<file path="src/rtl/sos_pkg.sv">
// Shared constants for the SOS sequencer and the function_module letter generator:
// letter select codes, sequencer state encoding and the default 1 ms prescale value.
package sos_pkg;

    localparam logic [15:0] T1MS_DEFAULT = 16'd49_999;

    localparam logic [1:0] LETTER_S    = 2'b10;
    localparam logic [1:0] LETTER_O    = 2'b01;
    localparam logic [1:0] LETTER_NONE = 2'b00;

    localparam logic [2:0] ST_IDLE  = 3'd0;
    localparam logic [2:0] ST_ISSUE = 3'd1;
    localparam logic [2:0] ST_GAP   = 3'd2;
    localparam logic [2:0] ST_WGAP  = 3'd3;
    localparam logic [2:0] ST_FIN   = 3'd4;

    // Letter index 0/1/2 of the word S-O-S.
    function automatic logic [1:0] letter_code(input logic [1:0] idx);
        return (idx == 2'd1) ? LETTER_O : LETTER_S;
    endfunction

endpackage

</file>
<file path="src/rtl/sos_sequencer_ms_timer.sv">
// Millisecond gap timer: prescaler wraps every T1MS+1 cycles and advances a ms count;
// hit is high while the ms count equals target. clr restarts both counters.
module ms_timer #(
    parameter logic [15:0] T1MS = sos_pkg::T1MS_DEFAULT
) (
    input  logic       CLK,
    input  logic       RSTn,
    input  logic       clr,
    input  logic [9:0] target,
    output logic       hit
);

    logic [15:0] presc_reg;
    logic [9:0]  ms_reg;

    always_ff @(posedge CLK or negedge RSTn) begin
        if (!RSTn) begin
            presc_reg <= 16'd0;
            ms_reg    <= 10'd0;
        end else if (clr) begin
            presc_reg <= 16'd0;
            ms_reg    <= 10'd0;
        end else if (presc_reg == T1MS) begin
            presc_reg <= 16'd0;
            ms_reg    <= ms_reg + 10'd1;
        end else begin
            presc_reg <= presc_reg + 16'd1;
        end
    end

    assign hit = (ms_reg == target);

endmodule

</file>
<file path="src/rtl/sos_sequencer.sv">
// Drives function_module through the letters S-O-S with letter/word gaps, REPEAT words per trigger
// (0 = continuous). Optional SOS_ABORT_EN adds stop_sig to end the sequence early.
module sos_sequencer
    import sos_pkg::*;
#(
    parameter logic [15:0] T1MS          = T1MS_DEFAULT,
    parameter logic [9:0]  LETTER_GAP_MS = 10'd150,
    parameter logic [9:0]  WORD_GAP_MS   = 10'd700,
    parameter logic [7:0]  REPEAT        = 8'd3
) (
    input  logic       CLK,
    input  logic       RSTn,
    input  logic       trig_sig,
    input  logic       func_done_sig,
`ifdef SOS_ABORT_EN
    input  logic       stop_sig,
`endif
    output logic [1:0] func_start_sig,
    output logic       func_en_sig,
    output logic       busy_sig,
    output logic       seq_done_sig
);

    logic [2:0] state_reg, state_next;
    logic [1:0] idx_reg, idx_next;
    logic [7:0] word_reg, word_next;
    logic [1:0] start_reg, start_next;
    logic       en_reg, en_next;
    logic       busy_reg, busy_next;
    logic       done_reg, done_next;
    logic       abort_req;
    logic       gap_hit;
    logic       timer_clr;
    logic [9:0] gap_target;

`ifdef SOS_ABORT_EN
    // A stop seen mid-letter is remembered so the letter can finish before FIN.
    logic stop_pend_reg;

    always_ff @(posedge CLK or negedge RSTn) begin
        if (!RSTn) begin
            stop_pend_reg <= 1'b0;
        end else if (state_reg == ST_IDLE) begin
            stop_pend_reg <= 1'b0;
        end else if (state_reg == ST_ISSUE && stop_sig) begin
            stop_pend_reg <= 1'b1;
        end
    end

    assign abort_req = stop_pend_reg | stop_sig;
`else
    assign abort_req = 1'b0;
`endif

    assign timer_clr  = (state_next != state_reg);
    assign gap_target = (state_reg == ST_WGAP) ? WORD_GAP_MS : LETTER_GAP_MS;

    ms_timer #(.T1MS(T1MS)) u_ms_timer (
        .CLK    (CLK),
        .RSTn   (RSTn),
        .clr    (timer_clr),
        .target (gap_target),
        .hit    (gap_hit)
    );

    always_comb begin
        state_next = state_reg;
        idx_next   = idx_reg;
        word_next  = word_reg;
        start_next = start_reg;
        en_next    = en_reg;
        busy_next  = busy_reg;
        done_next  = 1'b0;
        case (state_reg)
            ST_IDLE: begin
                if (trig_sig) begin
                    state_next = ST_ISSUE;
                    idx_next   = 2'd0;
                    word_next  = 8'd0;
                    busy_next  = 1'b1;
                    en_next    = 1'b1;
                    start_next = letter_code(2'd0);
                end
            end
            ST_ISSUE: begin
                // Drop enable on the done edge so the generator cannot restart after its wrap.
                if (func_done_sig) begin
                    en_next    = 1'b0;
                    start_next = LETTER_NONE;
                    if (idx_reg < 2'd2) begin
                        state_next = ST_GAP;
                    end else begin
                        state_next = ST_WGAP;
                        word_next  = word_reg + 8'd1;
                    end
                end
            end
            ST_GAP: begin
                if (abort_req) begin
                    state_next = ST_FIN;
                    done_next  = 1'b1;
                end else if (gap_hit) begin
                    state_next = ST_ISSUE;
                    idx_next   = idx_reg + 2'd1;
                    en_next    = 1'b1;
                    start_next = letter_code(idx_reg + 2'd1);
                end
            end
            ST_WGAP: begin
                if (abort_req || (REPEAT != 8'd0 && word_reg == REPEAT)) begin
                    state_next = ST_FIN;
                    done_next  = 1'b1;
                end else if (gap_hit) begin
                    state_next = ST_ISSUE;
                    idx_next   = 2'd0;
                    en_next    = 1'b1;
                    start_next = letter_code(2'd0);
                end
            end
            ST_FIN: begin
                state_next = ST_IDLE;
                busy_next  = 1'b0;
            end
            default: begin
                state_next = ST_IDLE;
                en_next    = 1'b0;
                start_next = LETTER_NONE;
                busy_next  = 1'b0;
            end
        endcase
    end

    always_ff @(posedge CLK or negedge RSTn) begin
        if (!RSTn) begin
            state_reg <= ST_IDLE;
            idx_reg   <= 2'd0;
            word_reg  <= 8'd0;
            start_reg <= LETTER_NONE;
            en_reg    <= 1'b0;
            busy_reg  <= 1'b0;
            done_reg  <= 1'b0;
        end else begin
            state_reg <= state_next;
            idx_reg   <= idx_next;
            word_reg  <= word_next;
            start_reg <= start_next;
            en_reg    <= en_next;
            busy_reg  <= busy_next;
            done_reg  <= done_next;
        end
    end

    assign func_start_sig = start_reg;
    assign func_en_sig    = en_reg;
    assign busy_sig       = busy_reg;
    assign seq_done_sig   = done_reg;

endmodule

</file>
<file path="config.mk">
export PLATFORM = sky130hd
export DESIGN_NAME = sos_sequencer
export DESIGN_NICKNAME = d
export VERILOG_FILES = /design/src/rtl/sos_pkg.sv /design/src/rtl/sos_sequencer_ms_timer.sv /design/src/rtl/sos_sequencer.sv
export SDC_FILE = /design/constraint.sdc
export NUM_CORES = 1
export LEC_CHECK = 0
export CAP_MARGIN = 20
export CORE_MARGIN = 5
export CORE_UTILIZATION = 65
export DETAILED_ROUTE_END_ITERATION = 10
export GPL_TIMING_DRIVEN = 0
export PLACE_DENSITY = 0.84
export REMOVE_ABC_BUFFERS = 1
export SYNTH_ARGS = -nofsm -noshare
export SYNTH_HDL_FRONTEND = slang
export SYNTH_SLANG_ARGS = --single-unit
</file>
<file path="constraint.sdc">
create_clock -name CLK -period 3 [get_ports CLK]
set_input_delay 0.45 -clock CLK [delete_from_list [all_inputs] [get_ports CLK]]
set_output_delay 0.45 -clock CLK [all_outputs]
set_load 0.1 [all_outputs]
</file>
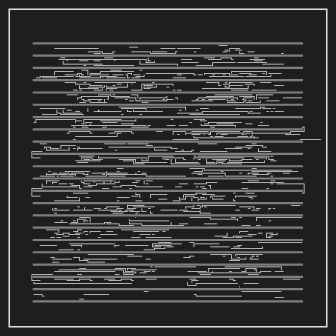
Figure 1: run 1, the metal 1 layer.
Supply wires on this layer in gray.
main direction = horizontal
share of all routed wire = 48%
nets with wire on the layer = 235
Via Count: 1694
GR Util met1: 23.6%
final wirelength: 4000 µm

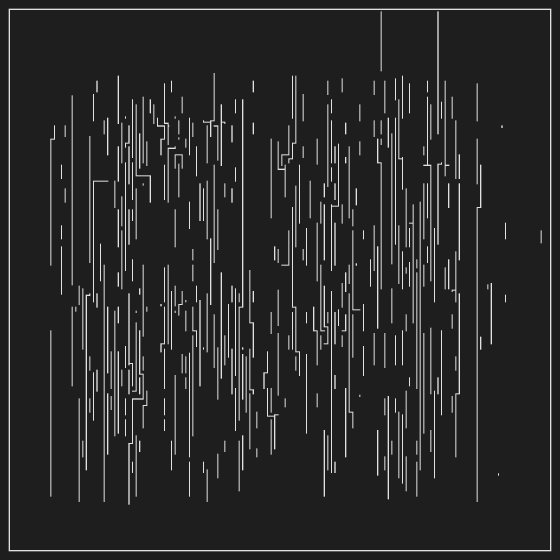
Figure 2: run 1, M2 wires.
wire length on this layer = 1900 µm
nets with wire on the layer = 213
share of all routed wire = 47%
main direction = vertical
longest straight run = 38.1 µm
GRT met2 Usage: 28.5%

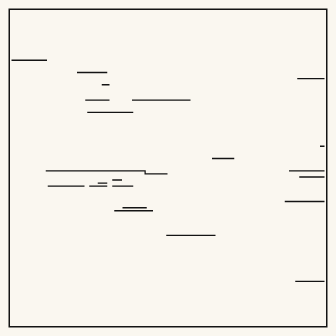
Figure 3: run 1, met3 routing.
longest straight run = 21.8 µm
wire length on this layer = 153 µm
nets with wire on the layer = 18
main direction = horizontal
share of all routed wire = 3.8%
met3 GRT Util: 5.02%

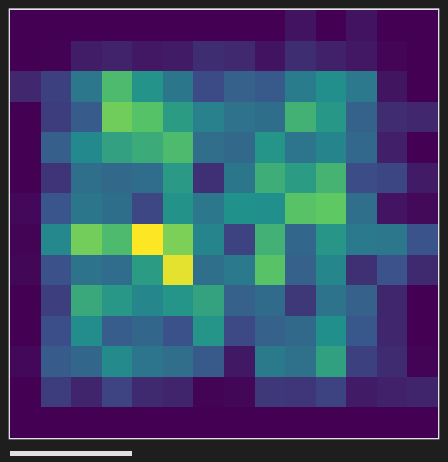
Figure 4: run 1, wiring heat map.
Scale bar: 20 µm. The die is cut into 14 by 14 equal tiles; dark purple is low, yellow is high, scaled to the fullest tile. Values are wire area over tile area, all layers added.
nearly empty tiles = 23%
tiles over half the peak = 17%
fullest tile = 0.48
densest ninth of the die = center
mean over tiles = 0.13
Total GRT Usage: 18.0%
Avg WL per Cell: 13.7 µm

==> impl_metrics.py, run 1 <==
# Synthesis and PnR figures
metrics = {
    "critical_path": {
        "path_cells": "clkdlybuf4s50_1",
        "cp_num_cells": 1,
        "crit_type": "register to output port",
        "end_kind": "output port",
        "crit_arrival_ps": 1870,
        "r2r_end": "u_ms_timer.presc_reg[13]",
        "worst-path-max-fanout": 3,
        "worstRegToRegCells": 6,
        "cp_slowest_cell": "clkdlybuf4s50_1",
        "cp_top_family": "buffers and inverters",
        "crit_buf_inv": 1,
        "critPathRequiredTime_ps": 2550,
        "slowest_delay_ps": 1140,
        "r2r-start": "word_reg[0]",
        "endpoint": "func_en_sig",
        "worst_setup_path_start_kind": "register",
        "r2r_slack_ps": 810,
        "critPathLaunch": "func_en_sig",
    },
    "global_route": {
        "grt_pass1_wl_um": 7220,
        "antenna_found_initial": 0,
        "grt_overflow": 0,
        "top_usage_layer": "met2",
        "grt_max_degree": 29,
        "grt_pass1_vias": 1634,
    },
    "sta": {
        "fmax_mhz": 431,
        "setup_violations": 0,
        "tns_ps": 0,
        "hold_violations": 0,
        "rsz0062_at_grt": "no",
        "layout_min_cycle_time_ps": 2320,
        "relSlewSlack_pct": 34.9,
        "period_used_pct": 77.3,
        "worst_slew_pin_slew_ps": 974,
        "fin_worst_skew_ps": 7.76,
        "slew_violations": 0,
    },
    "cells_and_area": {
        "seq_area_mm2": 0.00110,
        "fill_cells": 258,
        "syn_to_final_growth_pct": 7.45,
        "layout.area.comb_mm2": 0.00117,
        "drive_gt1_share_pct": 8.16,
        "largest_reg_flops": 16,
        "nNetsFinal": 252,
        "antenna_cells": 0,
    },
    "hold_path": {
        "worstHoldPathType": "input pin to async pin",
    },
    "floorplanning": {
        "core_mm2": 0.00342,
        "num_rows": 21,
        "die_h_um": 69.9,
        "die_area_mm2": 0.00489,
        "pin_count": 9,
        "die_w_um": 69.9,
        "fp_util_pct": 68.4,
    },
    "clock_network": {
        "cts_resized": 0,
        "clock_path_buffers": 2,
        "cts_tree": "built",
        "clock-sinks": 44,
        "root_buffer": "clkbuf_4",
        "cts_inserted_buffers": 5,
        "clk_pin_slew_worst_paths_ps": 120,
        "cts_htree_levels": 2,
        "post_cts_buffers": 0,
        "clk_latency_ps": 350,
        "ctsHoldBuffers": 0,
    },
    "job": {
        "tool_warnings": 25,
        "cap_violations": 0,
    },
    "synth": {
        "ys_types": 49,
        "edf_count": 0,
        "syn_area_per_cell_um2": 9.94,
        "async_flop_share_pct": 100,
        "ys_cells": 235,
        "ys_top_logic_family": "simple AND/OR/NAND/NOR gates",
        "ys_warn_count": 0,
        "ys.flops": 44,
        "synthSimpleGateAreaFrac_pct": 25.8,
        "ys_area_mm2": 0.00233,
        "netlist_area_mm2": 0.00233,
        "synth.area.mux_share_pct": 1.93,
        "flop_cell": "dfrtp_1",
        "synthAdderAreaFrac_pct": 2.14,
        "ys_seq_share_pct": 47.2,
        "syn_inst": 235,
        "ys_sh_xor_pct": 10.9,
        "aoi_share_pct": 9.38,
    },
    "status": {
        "status": "finished clean",
    },
    "place": {
        "gp_congestion": 0.828,
        "hpwl_um": 2820,
        "io_buffers": 8,
    },
    "power_and_ir_drop": {
        "internal_power_mw": 1.00,
        "p_comb_share_pct": 36.4,
        "seqPwrFrac_pct": 46.3,
        "peakVddDrop_mv": 0.333,
        "power_switching_mw": 0.693,
        "clkPwrFrac_pct": 17.3,
        "switching_share_pct": 40.9,
        "total_power_mw": 1.69,
        "pwr_density_cell_mw_per_mm2": 675,
        "p_leak_nw": 1.09,
    },
    "route": {
        "vias_per_cell": 5.82,
        "drc": 0,
        "ant_nets": 0,
        "dr.first_iter.drc_count": 82,
        "drt-pass1-iter-count": 4,
    },
}
-- run 1: layer usage --
layer,vias up,share of wire (%)
li1,852,-
met1,803,48
met2,36,47
met3,3,3.8
met4,0,0.48
met5,-,0
-- run 1: synth_stat cells, types with 6 or more instances --
cell type   n  share of area [%]
dfrtp_1    44                 47
o21ai_0     6                1.3
nor3_1     14                3.0
nand3_1    12                2.6
xnor2_1    12                4.5
inv_1       7                1.1
nand4_1    10                2.7
xor2_1     17                6.4
and3_1      8                2.1
nor2_1     32                5.1
nand2_1    16                2.6
-- run 1: stage by stage --
step	worst slack, ps	utilization, %	cell area, µm²	cells	hold slack [ps]
after floorplan	1080	-	2300	228	154
after global placement	369	71.3	2430	282	464
after detailed placement	655	71.7	2450	283	401
after CTS	650	73.4	2510	291	1.79
after global routing	617	73.4	2510	291	13.6
final	681	73.4	2510	291	5.81
-- run 1: placed cells by master (no fill, tap or decap), types with 2 or more instances in the layout --
| master | instances |
|---|---|
| nand2_1 | 16 |
| nand2b_1 | 2 |
| and3_1 | 8 |
| mux2i_1 | 3 |
| a21oi_1 | 4 |
| and4_1 | 2 |
| clkdlybuf4s50_1 | 7 |
| o21ai_0 | 6 |
| xnor2_1 | 12 |
| nand4_1 | 10 |
| o22ai_1 | 2 |
| nand3_1 | 12 |
| nor3_1 | 14 |
| dfrtp_1 | 44 |
| a21o_1 | 2 |
| nand4b_1 | 2 |
| nor2_1 | 32 |
| nor4bb_1 | 2 |
| a31oi_1 | 2 |
| clkbuf_4 | 5 |
| xor2_1 | 17 |
| ha_1 | 4 |
| inv_1 | 7 |
| clkbuf_1 | 2 |
-- run 1: layout make-up --
| class | count | area share, % |
|---|---|---|
| Tap cell | 46 | 2.29 |
| Clock buffer | 8 | 2.34 |
| Inverter | 7 | 1.05 |
| Sequential cell | 44 | 43.9 |
| Multi-Input combinational cell | 177 | 46.6 |
| Timing Repair Buffer | 9 | 3.79 |
-- run 1: worst min path at each step --
stage | slack [ps] | startpoint | endpoint | depth (start not counted)
after floorplan | 150 | RSTn | busy_sig | 0
after global placement | 460 | u_ms_timer.presc_reg[0] | u_ms_timer.presc_reg[0] | 1
after detailed placement | 400 | RSTn | word_reg[5] | 1
after CTS | 2 | RSTn | seq_done_sig | 1
after global routing | 10 | RSTn | word_reg[5] | 1
final | 6 | RSTn | word_reg[5] | 1
-- run 1: cell families after synthesis --
kind of cell	Yosys count
XOR/XNOR	29
adder cells (fa/ha/maj)	4
AND-OR/OR-AND	29
multiplexers	4
buffers and inverters	14
flip-flops	44
AND/OR/NAND/NOR	111
-- run 1: power by group through the flow --
stage	Combinational, mW	Sequential, mW	Clock, mW
floorplan	0.344	0.919	0
detailed placement	0.621	0.796	0
CTS	0.623	0.784	0.309
finish	0.616	0.784	0.293
global placement	0.605	0.794	0
global route	0.679	0.801	0.337
## Run 2: what changed since run 1
--- a/config.mk
+++ b/config.mk
@@ -7,10 +7,10 @@
 export LEC_CHECK = 0
 export CAP_MARGIN = 20
 export CORE_MARGIN = 5
-export CORE_UTILIZATION = 65
+export CORE_UTILIZATION = 54
 export DETAILED_ROUTE_END_ITERATION = 10
 export GPL_TIMING_DRIVEN = 0
-export PLACE_DENSITY = 0.84
+export PLACE_DENSITY = 0.75
 export REMOVE_ABC_BUFFERS = 1
 export SYNTH_ARGS = -nofsm -noshare
 export SYNTH_HDL_FRONTEND = slang
==> constraint.sdc (replaced) <==
create_clock -name CLK -period 2 [get_ports CLK]
set_input_delay 0.3 -clock CLK [delete_from_list [all_inputs] [get_ports CLK]]
set_output_delay 0.3 -clock CLK [all_outputs]
set_load 0.1 [all_outputs]
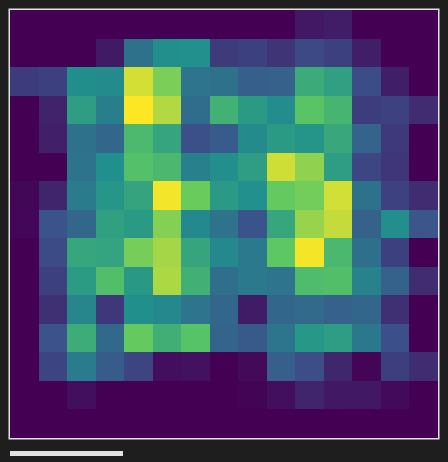
Figure 5: run 2, wiring heat map.
Scale bar: 20 µm. The die is cut into 15 by 15 equal tiles; dark purple is low, yellow is high, scaled to the fullest tile. Values are wire area over tile area, all layers added.
emptiest ninth of the die = south-east
densest ninth of the die = center
mean over tiles = 0.12
nearly empty tiles = 27%
tiles over half the peak = 25%
fullest tile = 0.39
Avg WL per Cell: 14.5 µm
final wirelength: 4410 µm
Via Count: 1718

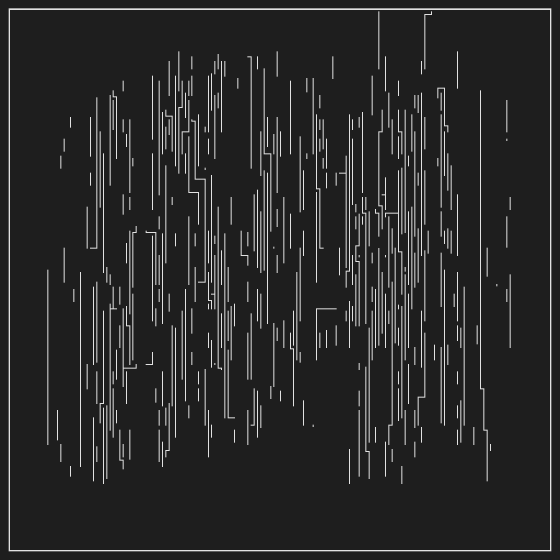
Figure 6: run 2, M2 wires.
nets with wire on the layer = 216
main direction = vertical
share of all routed wire = 48%
longest straight run = 41.8 µm
GRT met2 Usage: 27.9%

==> run 2 against run 1 <==
Area after synthesis is the same. Worst hold slack gained 450 ps. Sequential share of layout area shrank 2.1 points. Die area grew 17%. Sequential cell count is the same. Global-route usage shrank 0.88 points. Cell count grew 4.8%. Synthesized cell count is the same. Wire length grew 10%. Largest cell class unchanged.
==> impl_metrics.py, run 2 <==
# Synthesis and PnR figures
metrics = {
    "status": {
        "status": "finished clean",
    },
    "global_route": {
        "grt_overflow": 0,
        "grt_usage_pct": 17.1,
        "grt_pass1_wl_um": 7380,
        "grt_max_degree": 29,
        "antenna_found_initial": 0,
        "grt_pass1_vias": 1648,
    },
    "synth": {
        "ys_warn_count": 0,
        "ys.flops": 44,
        "async_flop_share_pct": 100,
        "ys_area_mm2": 0.00233,
        "yosys.area.top_type_share_pct": 47.2,
        "ys_cells": 235,
        "synth.area.mux_share_pct": 1.93,
        "aoi_share_pct": 9.38,
        "syn_area_per_cell_um2": 9.94,
        "ys_types": 49,
        "flop_cell": "dfrtp_1",
        "synthSimpleGateAreaFrac_pct": 25.8,
        "netlist_area_mm2": 0.00233,
        "synth_area_leader_cell": "dfrtp_1",
        "common_cells": "dfrtp_1, nor2_1, xor2_1, nand2_1, nor3_1",
        "synthAdderAreaFrac_pct": 2.14,
        "yosysMostFrequentCell": "dfrtp_1",
        "ys_top_logic_family": "simple AND/OR/NAND/NOR gates",
        "syn_inst": 235,
        "ys_sh_xor_pct": 10.9,
    },
    "place": {
        "dp_cells": 289,
        "hpwl_um": 3020,
        "gp_congestion": 0.838,
        "io_buffers": 8,
    },
    "sta": {
        "worst_slew_pin_slew_ps": 954,
        "slew_violations": 0,
        "fmax_mhz": 520,
        "layout_min_cycle_time_ps": 1920,
        "hold_violations": 0,
        "fin_worst_skew_ps": 6.41,
        "rsz0062_at_grt": "no",
        "period_used_pct": 96.2,
        "setup_violations": 0,
        "relSlewSlack_pct": 36.6,
    },
    "power_and_ir_drop": {
        "total_power_mw": 2.79,
        "pwr_density_cell_mw_per_mm2": 1060,
        "p_leak_nw": 1.15,
    },
    "cells_and_area": {
        "fill_cells": 373,
        "nNetsFinal": 260,
        "syn_to_final_growth_pct": 13.0,
        "antenna_cells": 0,
        "layout_top_cell": "dfrtp_1",
        "final_cells": 305,
        "most-common-layout-cells": "dfrtp_1, nor2_1, xor2_1",
        "drive_gt1_share_pct": 12.6,
    },
    "critical_path": {
        "crit_type": "register to register",
        "cp_slowest_cell": "or4bb_4",
        "end_kind": "register",
        "path_cells": "ha_4, or4bb_4, nor3_4, a31oi_2, mux2_4, o31a_1",
        "worstRegToRegCells": 6,
        "worst-path-max-fanout": 4,
        "critPathRequiredTime_ps": 2190,
        "crit_arrival_ps": 2110,
        "slowest_delay_ps": 570,
        "crit_buf_inv": 0,
        "r2r_end": "func_en_sig",
        "r2r-start": "word_reg[1]",
        "cp_top_family": "simple AND/OR/NAND/NOR gates",
    },
    "route": {
        "drc": 0,
        "drt-pass1-iter-count": 4,
        "dr.first_iter.drc_count": 119,
        "ant_nets": 0,
        "vias_per_cell": 5.63,
    },
    "floorplanning": {
        "fp_util_pct": 54.8,
        "die_area_mm2": 0.00574,
        "pin_count": 9,
        "core_mm2": 0.00426,
        "die_w_um": 75.8,
        "num_rows": 24,
    },
    "job": {
        "tool_warnings": 25,
        "cap_violations": 0,
    },
    "clock_network": {
        "cts_inserted_buffers": 5,
        "cts_tree": "built",
        "clk_pin_slew_worst_paths_ps": 80,
        "cts_htree_levels": 2,
        "root_buffer": "clkbuf_8",
        "clock-sinks": 44,
        "clock_path_buffers": 2,
        "clk_latency_ps": 300,
    },
}
==> run 2: cell counts after synthesis <==
Identical to the previous run, type by type.
==> run 2: where the power goes <==
part / internal, mW / total [mW] / switching, mW
Combinational: 0.377 / 1.03 / 0.654
Sequential: 1.02 / 1.19 / 0.169
Clock: 0.282 / 0.576 / 0.294
==> run 2: logic make-up (layout without fill, tap and decap cells) <==
group	after synthesis	in the layout
adder cells (fa/ha/maj)	4	4
XOR/XNOR	29	29
AND-OR/OR-AND	29	29
buffers and inverters	14	32
AND/OR/NAND/NOR	111	111
multiplexers	4	4
flip-flops	44	44
==> run 2: layer usage <==
| layer | vias to the layer above | wire [µm] | global-route usage, % |
|---|---|---|---|
| met5 | - | 0 | 0 |
| met4 | 0 | 89 | 6.21 |
| met3 | 10 | 150 | 5.15 |
| met2 | 21 | 2130 | 27.9 |
| met1 | 823 | 2050 | 21.5 |
| li1 | 864 | - | - |
==> run 2: timing repair <==
action	4_1_cts	5_1_grt
hold buffers	1	0
setup endpoints to repair	32	31
pin swaps	1	2
hold endpoints to repair	16	0
setup buffers	5	2
gates resized	7	6
==> run 2: how the worst max path moves through the flow <==
stage | start | cells after the start | endpoint
CTS | word_reg[1] | 6 | func_en_sig
finish | word_reg[1] | 6 | func_en_sig
floorplan | word_reg[0] | 6 | u_ms_timer.ms_reg[0]
detailed placement | func_done_sig | 6 | word_reg[5]
global route | u_ms_timer.ms_reg[3] | 5 | idx_reg[0]
global placement | RSTn | 1 | u_ms_timer.ms_reg[6]
==> run 2: worst register-to-register path, cell delays in order (launching register included) <==
cell,delay [ps]
dfrtp_1,420
ha_4,170
or4bb_4,570
nor3_4,160
a31oi_2,80
mux2_4,310
o31a_1,100
==> run 2: area by class of cell <==
type	instances	area, µm²	area share, %
clock buffer	8	90.1	3.41
multi-input combinational	177	1200	45.6
timing repair buffer	17	151	5.74
tap	52	65.1	2.47
inverter	7	26.3	0.996
sequential	44	1100	41.8
==> run 2: stage by stage <==
step / setup TNS (ps) / area, µm² / hold WS [ps] / worst slack (ps)
4_1_cts: 0 / 2600 / 471 / 6.11
3_5_place_dp: -5560 / 2460 / 259 / -230
2_1_floorplan: 0 / 2300 / 4.41 / 83.8
3_3_place_gp: -28090 / 2440 / 462 / -537
5_1_grt: 0 / 2640 / 479 / 0.348
6_report: 0 / 2640 / 460 / 76.6
## Run 3: what changed since run 2
--- a/config.mk
+++ b/config.mk
@@ -10,8 +10,8 @@
 export CORE_UTILIZATION = 54
 export DETAILED_ROUTE_END_ITERATION = 10
 export GPL_TIMING_DRIVEN = 0
+export HOLD_SLACK_MARGIN = 0.12
 export PLACE_DENSITY = 0.75
-export REMOVE_ABC_BUFFERS = 1
 export SYNTH_ARGS = -nofsm -noshare
 export SYNTH_HDL_FRONTEND = slang
 export SYNTH_SLANG_ARGS = --single-unit
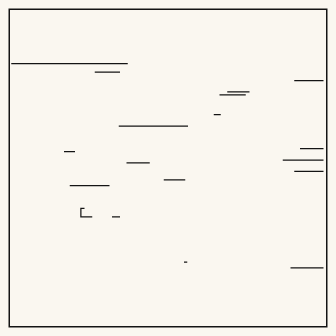
Figure 7: run 3, met3 routing.
share of all routed wire = 2.9%
nets with wire on the layer = 13
wire length on this layer = 127 µm
Via Count: 1757
met3 GRT Util: 3.43%
final wirelength: 4420 µm

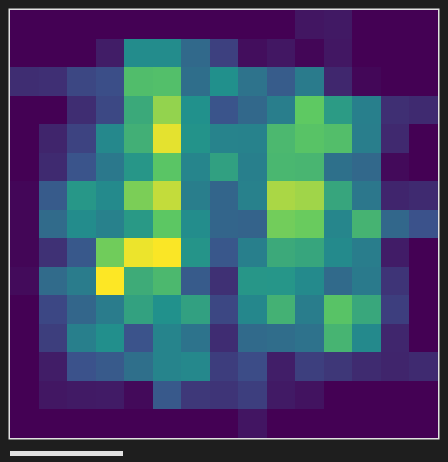
Figure 8: run 3, wiring heat map.
Scale bar: 20 µm. The die is cut into 15 by 15 equal tiles; dark purple is low, yellow is high, scaled to the fullest tile. Values are wire area over tile area, all layers added.
mean over tiles = 0.12
nearly empty tiles = 26%
fullest tile = 0.42
tiles over half the peak = 20%
densest ninth of the die = center
Total GRT Usage: 17.6%
Avg WL per Cell: 14.3 µm

==> run 3 against run 2 <==
Cell count increased by 1.3%. Wire length rose by 0.16%. Non-clock buffer count rose by 4. Worst setup slack improved by 31 ps. Sequential cell count unchanged. Die area stayed put. Global-route usage rose by 0.47 points. Synthesized cell count unchanged.
==> impl_metrics.py, run 3 <==
# Synthesis and PnR figures
metrics = {
    "route": {
        "drt-pass1-iter-count": 4,
        "dr.first_iter.drc_count": 101,
        "vias_per_cell": 5.69,
        "drc": 0,
        "ant_nets": 0,
    },
    "floorplanning": {
        "core_mm2": 0.00426,
        "fp_util_pct": 54.8,
        "die_area_mm2": 0.00574,
        "die_w_um": 75.8,
        "die_h_um": 75.8,
        "pin_count": 9,
        "num_rows": 24,
    },
    "cells_and_area": {
        "seq_area_mm2": 0.00110,
        "drive_gt1_share_pct": 14.0,
        "fill_cells": 353,
        "largest_reg_flops": 16,
        "nNetsFinal": 264,
        "antenna_cells": 0,
        "layout.area.comb_mm2": 0.00121,
        "syn_to_final_growth_pct": 15.5,
        "most-common-layout-cells": "dfrtp_1, nor2_1, xor2_1",
        "layout_top_cell": "dfrtp_1",
        "final_cells": 309,
        "design_area_mm2": 0.00270,
    },
    "clock_network": {
        "cts_tree": "built",
        "root_buffer": "clkbuf_8",
        "cts_htree_levels": 2,
        "cts_inserted_buffers": 5,
        "clk_pin_slew_worst_paths_ps": 80,
        "clock-sinks": 44,
        "clock_path_buffers": 2,
        "clk_latency_ps": 300,
    },
    "global_route": {
        "grt_max_degree": 27,
        "grt_overflow": 0,
        "antenna_found_initial": 0,
        "grt_pass1_wl_um": 7770,
        "grt_pass1_vias": 1765,
    },
    "place": {
        "dpl_cell_area_mm2": 0.00248,
        "io_buffers": 7,
        "dp_cells": 295,
        "gp_congestion": 0.857,
        "preCtsSetupSlack_ps": -196,
        "hpwl_um": 3070,
    },
    "synth": {
        "ys_seq_share_pct": 47.2,
        "ys_cells": 235,
        "flop_cell": "dfrtp_1",
        "netlist_area_mm2": 0.00233,
        "ys_warn_count": 0,
        "async_flop_share_pct": 100,
        "yosys.area.top_type_share_pct": 47.2,
        "ys.flops": 44,
        "syn_inst": 235,
        "synthTopCellsByArea": "dfrtp_1, xor2_1, nor2_1",
        "synth_area_leader_cell": "dfrtp_1",
        "ys_types": 49,
        "yosysMostFrequentCell": "dfrtp_1",
        "syn_area_per_cell_um2": 9.94,
        "ys_area_mm2": 0.00233,
        "syn_nets": 243,
        "common_cells": "dfrtp_1, nor2_1, xor2_1, nand2_1, nor3_1",
        "edf_count": 0,
    },
    "sta": {
        "fin_worst_skew_ps": 6.62,
        "period_used_pct": 94.6,
        "fin_ws_ps": 108,
        "relSlewSlack_pct": 36.7,
        "setup_violations": 0,
        "hold_violations": 0,
        "slew_violations": 0,
        "tns_ps": 0,
        "worst_slew_pin_slew_ps": 953,
        "layout_min_cycle_time_ps": 1890,
        "rsz0062_at_grt": "no",
        "fmax_mhz": 529,
    },
    "critical_path": {
        "critPathRequiredTime_ps": 2190,
        "crit_type": "register to register",
        "worst_setup_path_start_kind": "register",
        "end_kind": "register",
        "r2r-start": "word_reg[1]",
        "worst-path-max-fanout": 4,
        "crit_arrival_ps": 2080,
        "critPathLaunch": "word_reg[1]",
    },
    "status": {
        "status": "finished clean",
    },
    "hold_path": {
        "hold_start": "func_done_sig",
        "worstHoldPathType": "input pin to register",
    },
    "job": {
        "tool_warnings": 26,
        "cap_violations": 0,
    },
    "power_and_ir_drop": {
        "peakVddDrop_mv": 0.383,
        "pwr_density_cell_mw_per_mm2": 1110,
        "p_leak_nw": 1.20,
    },
}
-- run 3: stage by stage --
stage	hold slack [ps]	util, %	power [mW]
CTS	318	62.1	2.95
global placement	457	57.9	2.15
finish	334	63.2	2.99
detailed placement	267	58.3	2.18
global route	345	63.2	3.19
floorplan	4.41	-	1.93
-- run 3: critical path, stage by stage, from the launching register on --
cell	delay, ps
dfrtp_1	430
ha_4	170
or4bb_4	500
nor3_4	200
a31oi_2	80
mux2_4	310
o31a_1	100
-- run 3: where the power goes --
part | switching [mW] | leakage (nW) | internal, mW | total [mW]
Clock | 0.299 | 0.0645 | 0.441 | 0.740
Combinational | 0.716 | 0.538 | 0.393 | 1.11
Sequential | 0.124 | 0.592 | 1.02 | 1.14
-- run 3: cell families after synthesis --
kind of cell	count (synthesis)	synth area share [%]
simple gates	111	25.8
flops	44	47.2
xor+xnor	29	10.9
fa+ha+maj	4	2.14
buf+inv	14	2.73
compound gates	29	9.38
mux	4	1.93
-- run 3: worst paths after layout --
| kind | to | slack [ps] | cells after the start |
|---|---|---|---|
| setup / recovery | func_en_sig | 110 | 6 |
| hold reg to reg | busy_sig | 480 | 1 |
| setup reg to reg | func_en_sig | 110 | 6 |
| hold / removal | state_reg[1] | 330 | 2 |
| max in group asynchronous | u_ms_timer.presc_reg[12] | 1050 | 3 |
| min in group asynchronous | idx_reg[0] | 470 | 2 |
-- run 3: what timing repair did --
| action | in CTS | in global routing |
|---|---|---|
| pin swaps | 1 | 1 |
| cloned | 0 | 1 |
| hold buffers | 1 | 0 |
| endpoints found under the hold margin | 18 | 0 |
| buffers inserted | 3 | 2 |
| setup endpoints to repair | 32 | 30 |
| gates resized | 8 | 6 |
-- run 3: cell type report --
cell class	instances	area share, %
Multi-Input combinational cell	177	44.9
Clock inverter	1	1.11
Clock buffer	7	3.57
Inverter	7	0.974
Timing Repair Buffer	15	4.87
Sequential cell	44	40.8
Tap cell	52	2.41
Buffer	6	1.30
-- run 3: metal layers --
| layer | global-route usage (%) | up-vias | part of all wire, % |
|---|---|---|---|
| li1 | - | 874 | - |
| met1 | 21.6 | 851 | 46 |
| met2 | 29.5 | 25 | 49 |
| met3 | 3.43 | 7 | 2.9 |
| met4 | 8.35 | 0 | 1.8 |
| met5 | 0 | - | 0 |
No activity file was given, so power comes from the tool's default toggle rates.
